<file path="src/rtl/fifo_uart_drain_pkg.sv">
// Shared definitions for the FIFO-to-UART drain: FSM encodings, frame constants
// and a constant-width helper.
package fifo_uart_drain_pkg;

  localparam int DATA_BITS = 8;
  localparam int STOP_BITS = 1;

  // Handshake FSM on the FIFO side.
  typedef enum logic [2:0] {
    IDLE = 3'd0,
    POP  = 3'd1,
    LOAD = 3'd2,
    SEND = 3'd3
  } drain_e;

  // Line sequencing inside the serialiser.
  typedef enum logic [2:0] {
    TX_IDLE  = 3'd0,
    TX_START = 3'd3,
    TX_DATA  = 3'd4,
    TX_STOP  = 3'd5
  } tx_e;

  function automatic int clog2(input int v);
    int r;
    r = 0;
    while ((1 << r) < v) r = r + 1;
    return r;
  endfunction

  // Counter width that never collapses to zero bits.
  function automatic int cnt_width(input int v);
    return (clog2(v) < 1) ? 1 : clog2(v);
  endfunction

endpackage

</file>
<file path="src/rtl/fifo_uart_drain_tx_core.sv">
// 8N1 serialiser: takes a byte on load, drives start/data/stop with a
// registered line, and flags the final cycle of the last stop bit on done.
module uart_tx_core
  import fifo_uart_drain_pkg::*;
#(
  parameter int CLKS_PER_BIT = 434
) (
  input  logic       clk,
  input  logic       rst_n,
  input  logic       load,
  input  logic [7:0] din,
  output logic       tx,
  output logic       done
);

  localparam int             CW        = cnt_width(CLKS_PER_BIT);
  localparam logic [CW-1:0]  CNT_MAX   = CW'(CLKS_PER_BIT - 1);
  localparam logic [2:0]     LAST_DATA = 3'(DATA_BITS - 1);
  localparam logic [2:0]     LAST_STOP = 3'(STOP_BITS - 1);

  tx_e           state, state_nxt;
  logic [CW-1:0] cnt, cnt_nxt;
  logic [2:0]    bit_idx, bit_nxt;
  logic [7:0]    shreg, shreg_nxt;
  logic          tx_nxt;
  logic          bit_end;

  assign bit_end = (cnt == CNT_MAX);
  assign done    = (state == TX_STOP) && bit_end && (bit_idx == LAST_STOP);

  // Line level is decoded from the current phase and registered, so the wire
  // trails the phase register by one cycle while every bit keeps full length.
  always_comb begin
    state_nxt = state;
    cnt_nxt   = cnt;
    bit_nxt   = bit_idx;
    shreg_nxt = shreg;
    tx_nxt    = 1'b1;
    case (state)
      TX_IDLE: begin
        if (load) begin
          shreg_nxt = din;
          cnt_nxt   = '0;
          bit_nxt   = '0;
          state_nxt = TX_START;
        end
      end
      TX_START: begin
        tx_nxt = 1'b0;
        if (bit_end) begin
          cnt_nxt   = '0;
          bit_nxt   = '0;
          state_nxt = TX_DATA;
        end else begin
          cnt_nxt = cnt + 1'b1;
        end
      end
      TX_DATA: begin
        tx_nxt = shreg[0];
        if (bit_end) begin
          cnt_nxt   = '0;
          shreg_nxt = shreg >> 1;
          if (bit_idx == LAST_DATA) begin
            bit_nxt   = '0;
            state_nxt = TX_STOP;
          end else begin
            bit_nxt = bit_idx + 1'b1;
          end
        end else begin
          cnt_nxt = cnt + 1'b1;
        end
      end
      TX_STOP: begin
        tx_nxt = 1'b1;
        if (bit_end) begin
          cnt_nxt = '0;
          if (bit_idx == LAST_STOP) begin
            bit_nxt   = '0;
            state_nxt = TX_IDLE;
          end else begin
            bit_nxt = bit_idx + 1'b1;
          end
        end else begin
          cnt_nxt = cnt + 1'b1;
        end
      end
      default: state_nxt = TX_IDLE;
    endcase
  end

  always_ff @(posedge clk or negedge rst_n) begin
    if (!rst_n) begin
      state   <= TX_IDLE;
      cnt     <= '0;
      bit_idx <= '0;
      shreg   <= '0;
      tx      <= 1'b1;
    end else begin
      state   <= state_nxt;
      cnt     <= cnt_nxt;
      bit_idx <= bit_nxt;
      shreg   <= shreg_nxt;
      tx      <= tx_nxt;
    end
  end

endmodule

</file>
<file path="src/rtl/fifo_uart_drain.sv">
// Reader end of the sync FIFO: pops one byte at a time while enabled and
// streams it out as an 8N1 UART frame, counting completed frames.
module fifo_uart_drain
  import fifo_uart_drain_pkg::*;
#(
  parameter int CLK_HZ = 50_000_000,
  parameter int BAUD   = 115200
) (
  input  logic        clk,
  input  logic        rst_n,
  input  logic        enable,
  input  logic        fifo_empty,
  input  logic [7:0]  fifo_r_data,
  output logic        fifo_rd_en,
  output logic        uart_tx,
  output logic        busy,
  output logic        byte_done,
  output logic [15:0] bytes_sent
);

  localparam int CLKS_PER_BIT = CLK_HZ / BAUD;

  drain_e state, state_nxt;
  logic   load;
  logic   tx_done;

  // Read data is valid one edge after the pop, which is exactly the LOAD cycle.
  assign load = (state == LOAD);

  uart_tx_core #(
    .CLKS_PER_BIT(CLKS_PER_BIT)
  ) u_core (
    .clk  (clk),
    .rst_n(rst_n),
    .load (load),
    .din  (fifo_r_data),
    .tx   (uart_tx),
    .done (tx_done)
  );

  always_comb begin
    state_nxt = state;
    case (state)
      IDLE:    if (enable && !fifo_empty) state_nxt = POP;
      POP:     state_nxt = LOAD;
      LOAD:    state_nxt = SEND;
      SEND:    if (tx_done) state_nxt = IDLE;
      default: state_nxt = IDLE;
    endcase
  end

  always_ff @(posedge clk or negedge rst_n) begin
    if (!rst_n) begin
      state      <= IDLE;
      fifo_rd_en <= 1'b0;
      busy       <= 1'b0;
      byte_done  <= 1'b0;
      bytes_sent <= '0;
    end else begin
      state      <= state_nxt;
      fifo_rd_en <= (state_nxt == POP);
      busy       <= (state_nxt != IDLE);
      byte_done  <= tx_done;
      if (tx_done) bytes_sent <= bytes_sent + 16'd1;
    end
  end

  rd_en_single: assert property (@(posedge clk) disable iff (!rst_n)
    fifo_rd_en |=> !fifo_rd_en);

endmodule

</file>
<file path="config.mk">
export PLATFORM = sky130hd
export DESIGN_NAME = fifo_uart_drain
export DESIGN_NICKNAME = d
export VERILOG_FILES = /design/src/rtl/fifo_uart_drain_pkg.sv /design/src/rtl/fifo_uart_drain_tx_core.sv /design/src/rtl/fifo_uart_drain.sv
export SDC_FILE = /design/constraint.sdc
export NUM_CORES = 1
export LEC_CHECK = 0
export CORE_UTILIZATION = 44
export CTS_CLUSTER_DIAMETER = 50
export DETAILED_ROUTE_END_ITERATION = 8
export GPL_TIMING_DRIVEN = 0
export HOLD_SLACK_MARGIN = 0.08
export PLACE_DENSITY = 0.66
export SETUP_SLACK_MARGIN = 0.05
export SYNTH_ARGS = -nofsm -noshare
export SYNTH_HDL_FRONTEND = slang
export SYNTH_SLANG_ARGS = --single-unit
</file>
<file path="constraint.sdc">
create_clock -name clk -period 2.1 [get_ports clk]
set_input_delay 0.42 -clock clk [delete_from_list [all_inputs] [get_ports clk]]
set_output_delay 0.42 -clock clk [all_outputs]
set_load 0.03 [all_outputs]
</file>
Run 1, signal wires on met1:
Scale: 8 px per um. Supply wires on this layer in gray. Cells faint in the background.
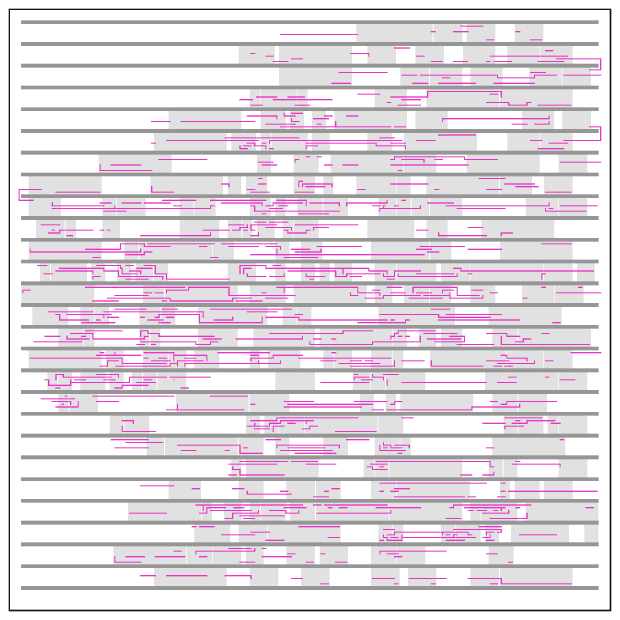
The longest straight run is 21.6 um. The layer carries 2050 um of wire. 238 nets have wire on it. The wires run mostly horizontal.
DR vias: 1720
Total Wirelength: 4480 um
grt met1 use: 23.1%

Run 1, congestion heat map:
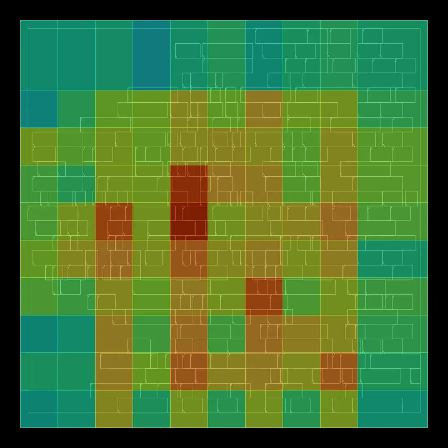
total global-route track usage: 17.7%
Final Core Density: 57.2%
met2 usage: 29.5%
Most Crowded Layer GR: met2

==> impl_metrics.tcl, run 1 <==
# collected from the flow reports
set metrics [dict create \
    cp_slowest_stage_delay_ns 0.54 \
    power_frac_clock_pct 25.8 \
    hpwl_um 3290 \
    synthFlopType "dfrtp_1" \
    rrSetupSlack_ns 0.09 \
    timing.rr.start "state[0]" \
    comb_cells 149 \
    grt.met3_usage_pct 3.61 \
    cts_tree "built" \
    rows 26 \
    maxSlewHeadroom_pct 62.4 \
    synthTopCellsByCount "dfrtp_1 (45), mux2_2 (17), nand2_1 (14), nor3_1 (11)" \
    netSwitchingFraction_pct 27.9 \
    p_clk_uw 520 \
    io-pin-count 32 \
    place_congestion 0.800 \
    critPathArrivalTime_ns 2.23 \
    cts_setup_buffers 0 \
    cts.repair.resized 4 \
    numCtsBuffers 5 \
    fp.dieH_um 75.0 \
    synth-seq-cells 46 \
    design.core.area_mm2 0.00511 \
    slowest_stage "or4b_4" \
    p_comb_share_pct 19.5 \
    synth_nets 227 \
    mappedNetlistArea_mm2 0.00234 \
    peakVddDrop_mv 0.383 \
    crit_path_end "u_core.cnt[4]" \
    met2_length_um 2240 \
    grt_overflow 0 \
    critical_path_class "reg -> reg" \
    power.internal_mw 1.46 \
    critPathTopFamily "simple AND/OR/NAND/NOR gates" \
    crit_chain "or4b_4 > o211a_1 > buf_2 > or3_1 > a21oi_2" \
    largest_register_ffs 16 \
    buffers_excl_clock 41 \
    cts_hold_buf 0 \
    postSynthSeqShare_pct 49.2 \
    setup.worst_path.start_class "flip-flop" \
    yosys_area_mm2 0.00234 \
    hold_viol 0 \
    synth_cell_types 50 \
    outcome "finished clean" \
    top_area_cell "dfrtp_1" \
    path_buffers 1 \
    n_fill_cell 473 \
    placedInstanceArea_mm2 0.00276 \
    yosysWarnings 0 \
    htree_levels 2 \
    cts.sinks 46 \
    warning_count 29 \
    grt_pass1_wl_um 7470 \
    grt_pass1_vias 1620 \
    tap_cells 70 \
]
Run 1, where the registers sit:
Scale: 6 px per um. Other sequential cells in the stronger gray, the rest of the logic in the fainter gray.
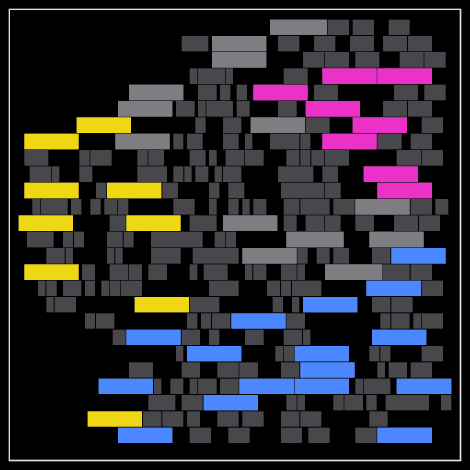
Blue marks bytes_sent, placed flops 16. Yellow marks u_core.cnt, placed flops 9, where left middle. Magenta marks u_core.shreg, placed flops 8, where top right.
Another 13 sequential cells are not colored.
register share of the cell area: 39.5%
register area: 0.00115 mm2

## run 1: logic make-up after synthesis
group | share of synthesized area [%]
adder cells (fa/ha/maj) | 3.21
AND/OR/NAND/NOR | 19.6
buffers and inverters | 2.46
other | 0.160
multiplexers | 9.03
AND-OR/OR-AND | 10.4
XOR/XNOR | 5.98
flip-flops | 49.2
## run 1: per-stage QoR
stage | power (mW) | utilization, % | setup WS, ns | instances
floorplan | 1.37 | - | 0.213 | 209
global placement | 1.48 | 53.7 | -0.673 | 310
detailed placement | 1.50 | 53.9 | -0.101 | 311
CTS | 2.02 | 55.9 | 0.0615 | 319
global route | 2.14 | 57.2 | 0.00459 | 323
finish | 2.02 | 57.2 | 0.0924 | 323
==> inputs of run 2 (changes only) <==
==> constraint.sdc (replaced) <==
create_clock -name clk -period 2.1 [get_ports clk]
set_input_delay 0.42 -clock clk [delete_from_list [all_inputs] [get_ports clk]]
set_output_delay 0.42 -clock clk [all_outputs]
set_load 0.005 [all_outputs]
Run 2, where the registers sit:
Scale: 6 px per um. Other sequential cells in the stronger gray, the rest of the logic in the fainter gray.
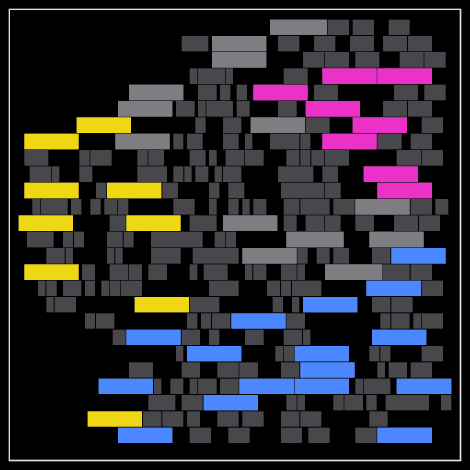
seq pwr: 1.10 mW

Run 2, wiring by layer:
Scale: 6 px per um. Only two layers are drawn.
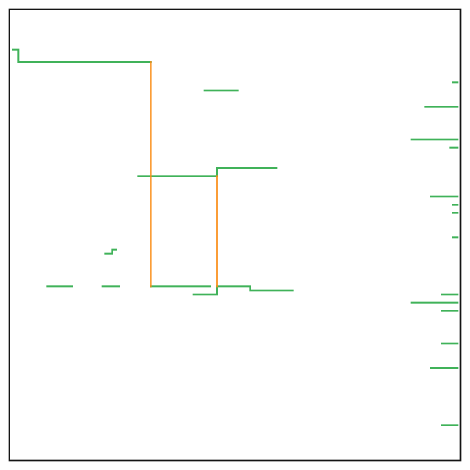
Orange marks metal 4, wire length 55.8 um. Green marks metal 3, wire length 137 um.
routed len/inst: 13.9 um

Run 2, signal wires on met1:
Scale: 8 px per um. Supply wires on this layer in gray. Cells faint in the background.
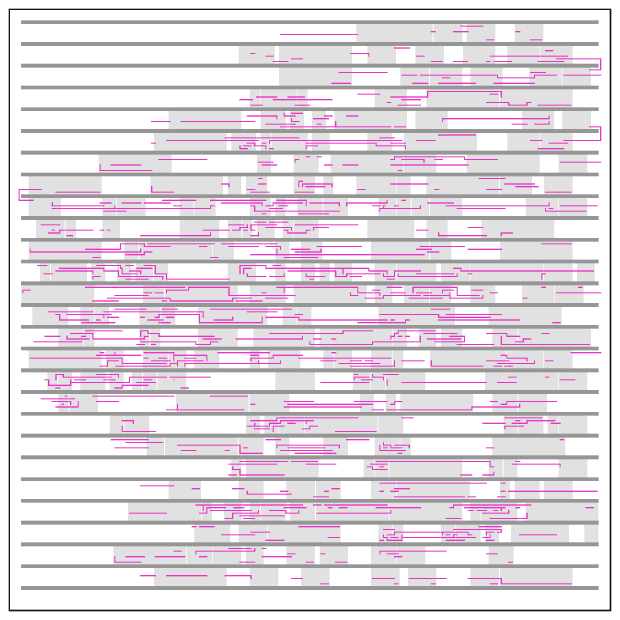
The layer carries 2050 um of wire. 238 nets have wire on it. The layer holds 46% of the routed length. The wires run mostly horizontal.

==> run 2 against run 1 <==
Effect of this change:
- cell count unchanged
- global-route usage unchanged
- critical path depth is the same
- largest power group unchanged
- critical path type unchanged
- worst hold slack unchanged
==> impl_metrics.tcl, run 2 <==
# collected from the flow reports
set metrics [dict create \
    cp_slowest_stage_delay_ns 0.54 \
    largest_register_ffs 16 \
    grt_most_used_layer "met2" \
    maxSlewHeadroom_pct 62.4 \
    synth_nets 227 \
    seq_share_pct 39.5 \
    netSwitchingFraction_pct 27.5 \
    buffers_excl_clock 41 \
    critPathTopFamily "simple AND/OR/NAND/NOR gates" \
    rows 26 \
    cts.repair.resized 4 \
    timing.rr.start "state[0]" \
    peakVddDrop_mv 0.383 \
    cts.sinks 46 \
    setup.worst_path.start_class "flip-flop" \
    hpwl_um 3290 \
    crit_chain "or4b_4 > o211a_1 > buf_2 > or3_1 > a21oi_2" \
    hold_viol 0 \
    crit_path_end "u_core.cnt[4]" \
    met2_usage_pct 29.5 \
    io-pin-count 32 \
    critical_path_class "reg -> reg" \
    vias 1720 \
    synthTopCellsByCount "dfrtp_1 (45), mux2_2 (17), nand2_1 (14), nor3_1 (11)" \
    placedInstanceArea_mm2 0.00276 \
    ys_sh_mux_pct 9.03 \
    outcome "finished clean" \
    yosysWarnings 0 \
    p_clk_uw 520 \
    fp.dieH_um 75.0 \
    grt_pass1_wl_um 7470 \
    htree_levels 2 \
    cts_hold_buf 0 \
    synth.cellmix.compoundShare_pct 10.4 \
    synth_adder_area_share_pct 3.21 \
    rrSetupSlack_ns 0.09 \
    met2_length_um 2240 \
    top_area_cell "dfrtp_1" \
    seqCellArea_mm2 0.00115 \
    synthFlopType "dfrtp_1" \
    grt.met3_usage_pct 3.61 \
    synthSimpleGateAreaFrac_pct 19.6 \
    synth_cell_types 50 \
    cts_tree "built" \
    wl_um 4480 \
    design.core.area_mm2 0.00511 \
    cts_setup_buffers 0 \
    n_fill_cell 473 \
]
==> run 2: cell counts after synthesis <==
Identical to the previous run, type by type.
==> run 2: per-stage QoR <==
stage | hold slack, ns | util [%] | setup WS, ns | cells | total power [mW]
final | 0.0874 | 57.2 | 0.0924 | 323 | 2.01
after CTS | 0.101 | 55.9 | 0.0615 | 319 | 2.01
after detailed placement | 0.425 | 53.9 | -0.101 | 311 | 1.49
after floorplan | 0.124 | - | 0.213 | 209 | 1.36
after global routing | 0.110 | 57.2 | 0.00459 | 323 | 2.13
after global placement | 0.458 | 53.7 | -0.673 | 310 | 1.47
==> run 2: worst register-to-register path, cell delays in order, from the launching register on <==
cell     delay [ns]
dfrtp_2        0.44
or4b_4         0.54
o211a_1        0.25
buf_2          0.19
or3_1          0.38
a21oi_2        0.15
Power is estimated from default activity; no workload was simulated.
